### config.mk
export PLATFORM = sky130hd
export DESIGN_NAME = int_result_bcd
export DESIGN_NICKNAME = d
export VERILOG_FILES = /design/src/rtl/int_result_bcd.sv
export SDC_FILE = /design/constraint.sdc
export NUM_CORES = 1
export LEC_CHECK = 0
export ABC_AREA = 1
export CAP_MARGIN = 40
export CELL_PAD_IN_SITES_DETAIL_PLACEMENT = 1
export CELL_PAD_IN_SITES_GLOBAL_PLACEMENT = 1
export CORE_MARGIN = 2
export CORE_UTILIZATION = 40
export CTS_CLUSTER_SIZE = 24
export DETAILED_ROUTE_END_ITERATION = 16
export GPL_TIMING_DRIVEN = 1
export HOLD_SLACK_MARGIN = 0.05
export PLACE_DENSITY = 0.77
export SLEW_MARGIN = 20
export SYNTH_ARGS = -nofsm -noshare
export SYNTH_HDL_FRONTEND = slang
export SYNTH_SLANG_ARGS = --single-unit
export TNS_END_PERCENT = 20
### constraint.sdc
create_clock -name clk -period 2.6 [get_ports clk]
set_input_delay 0.39 -clock clk [delete_from_list [all_inputs] [get_ports clk]]
set_output_delay 0.39 -clock clk [all_outputs]
set_load 0.05 [all_outputs]
### src/rtl/int_result_bcd.sv
// Binary-to-BCD converter for the calculator result word: sign/magnitude split,
// then a serial shift-and-add-3 conversion, one bit per clock.
module int_result_bcd #(
    parameter int W = 64,
    parameter int D = 20
) (
    input  logic             clk,
    input  logic             rst_n,
    input  logic             in_valid,
    output logic             in_ready,
    input  logic [W-1:0]     bin_in,
    input  logic             is_signed,
    output logic             out_valid,
    input  logic             out_ready,
    output logic [4*D-1:0]   bcd_out,
    output logic             neg,
    output logic [4:0]       ndigits
);

    // state | meaning
    // IDLE  | waiting for a word, in_ready high
    // SHIFT | one double-dabble step per clock, 64 in total
    // DONE  | result held, out_valid high until out_ready
    typedef enum logic [1:0] {
        IDLE  = 2'd0,
        SHIFT = 2'd1,
        DONE  = 2'd2
    } state_t;

    state_t           r_state;
    state_t           w_next;
    logic [W-1:0]     r_mag;
    logic [4*D-1:0]   r_bcd;
    logic             r_neg;
    logic [6:0]       r_cnt;
    logic [4*D-1:0]   w_adj;
    logic             w_last;

    assign w_last = (r_cnt == 7'(W - 1));

    always_ff @(posedge clk or negedge rst_n) begin
        if (!rst_n) begin
            r_state <= IDLE;
        end else begin
            r_state <= w_next;
        end
    end

    always_comb begin
        w_next    = r_state;
        in_ready  = 1'b0;
        out_valid = 1'b0;
        case (r_state)
            IDLE: begin
                in_ready = 1'b1;
                if (in_valid) w_next = SHIFT;
            end
            SHIFT: begin
                if (w_last) w_next = DONE;
            end
            DONE: begin
                out_valid = 1'b1;
                if (out_ready) w_next = IDLE;
            end
            default: w_next = IDLE;
        endcase
    end

    // Digits >= 5 are pre-corrected so the following left shift carries into the next digit.
    always_comb begin
        w_adj = r_bcd;
        for (int i = 0; i < D; i++) begin
            if (r_bcd[4*i +: 4] >= 4'd5) begin
                w_adj[4*i +: 4] = r_bcd[4*i +: 4] + 4'd3;
            end
        end
    end

    always_ff @(posedge clk or negedge rst_n) begin
        if (!rst_n) begin
            r_mag <= '0;
            r_bcd <= '0;
            r_neg <= 1'b0;
            r_cnt <= '0;
        end else begin
            case (r_state)
                IDLE: begin
                    if (in_valid) begin
                        if (is_signed && bin_in[W-1]) begin
                            r_mag <= -bin_in;
                            r_neg <= 1'b1;
                        end else begin
                            r_mag <= bin_in;
                            r_neg <= 1'b0;
                        end
                        r_bcd <= '0;
                        r_cnt <= '0;
                    end
                end
                SHIFT: begin
                    r_bcd <= {w_adj[4*D-2:0], r_mag[W-1]};
                    r_mag <= {r_mag[W-2:0], 1'b0};
                    r_cnt <= r_cnt + 7'd1;
                end
                default: ;
            endcase
        end
    end

    assign bcd_out = r_bcd;
    assign neg     = r_neg;

    always_comb begin
        ndigits = 5'd1;
        for (int i = 1; i < D; i++) begin
            if (r_bcd[4*i +: 4] != 4'd0) ndigits = 5'(i + 1);
        end
    end

endmodule

Routed clock nets over the placement:
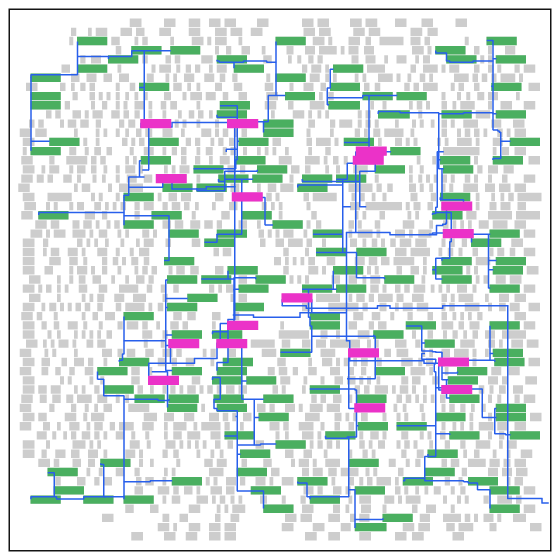
[flip-flops] green | count: 154
[clock wires] blue | length: 2120 µm
[clock-net drivers] magenta | count: 17
flops lie: spread over the die
Clock Latency Late Sink: 0.43 ns
Clk pwr share: 14.5%

Placement view:
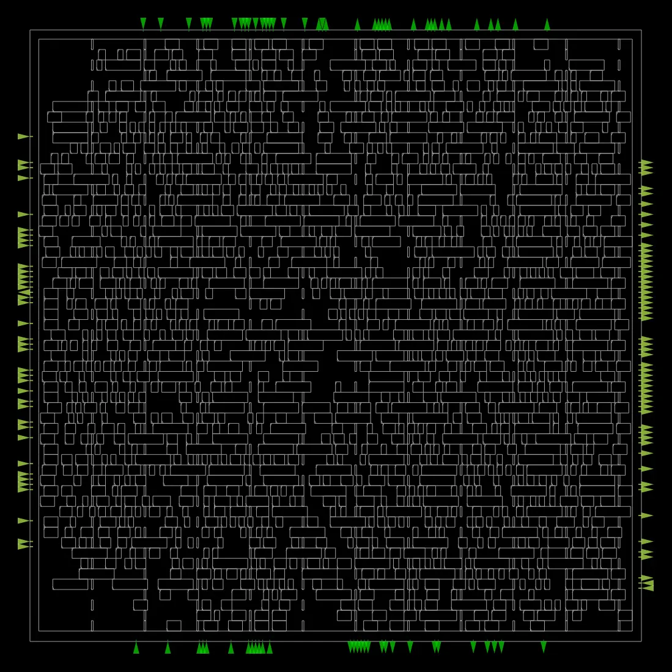
# fillers: 2974
fin util: 53.6%
row count: 57
register fraction of the total cell area: 29.9%
CORE AREA: 24100 µm²

M4 wires:
Scale bar: 50 µm. Supply wires on this layer in grey.
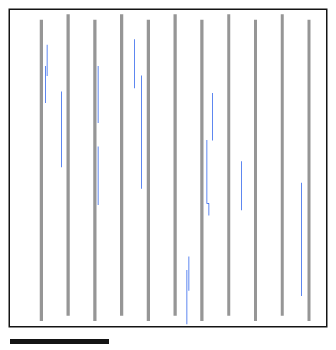
main direction: vertical
share of all routed wire: 1.3%
Vias: 9457
WL final: 29800 µm

==> impl_metrics.yaml <==
# yosys + openroad results
status:
  status: "finished, violations left"
  violations: "negative setup slack"
place:
  finalWeightedCongestion: 0.843
  post_dp_cell_area_um2: 12100
setup_path:
  crit_family: "simple AND/OR/NAND/NOR gates"
  crit_end: "ndigits[0]"
  path_cells: "inv_2 -> ha_4 -> nand3_4 -> nand2_2 -> nand2_1 -> nand2_1 -> nand2_1 -> nand2_1 -> nand2_1 -> nand2_1 -> nand2_1 -> nand2_1 -> nand2_1 -> nand2_1 -> nand2_1 -> nand2_1 -> nand2_1 -> nand2_1 -> nand2_2 -> a21oi_4 -> buf_12"
  timing.rr.start: "bcd_out[5]"
  slowest_delay_ns: 0.39
  endpoint_kind: "primary output"
  critPathLaunchType: "flop"
  worstSetupPathType: "reg -> out"
routing:
  dr_wl_met2_um: 15500
  top_layer_used: "met4"
  wire_per_inst_um: 16.8
final_timing:
  tns_ns: -0.354
  timing.final.ws_setup_ns: -0.185
  setup_viol: 2
  hold_viol_final: 0
floorplan:
  die_y_um: 160
  die_x_um: 160
job:
  warning_count: 50
global_route:
  antenna_found_initial: 0
  grt_use_met3_pct: 3.01
  grt_util_met1_pct: 29.7
clock_tree:
  cts_tree: "done"
  ctsResizeCount: 31
  hold_buffers: 1
power:
  totalPowerFinal_uw: 16800
  ir_drop_uv: 557
  pwr-share-seq_pct: 28.0
  internal-power_uw: 8580
  power_switching_uw: 8180
layout:
  combGateArea_um2: 5340
  nNonClkInverters: 151
  comb_cells: 893
  drive_above_1_share_pct: 13.1
  comb_share_pct: 41.3
  largest_reg_flops: 80
yosys:
  yosysWarnings: 0
  fp_nets: 1356
  top_logic_kind: "AND-OR/OR-AND gates"
  synth-main-ff-cell: "dfrtp_1"
  netlist_instances: 1244
  synthAoiAreaFrac_pct: 20.9
No activity file was given, so power comes from the tool's default toggle rates.
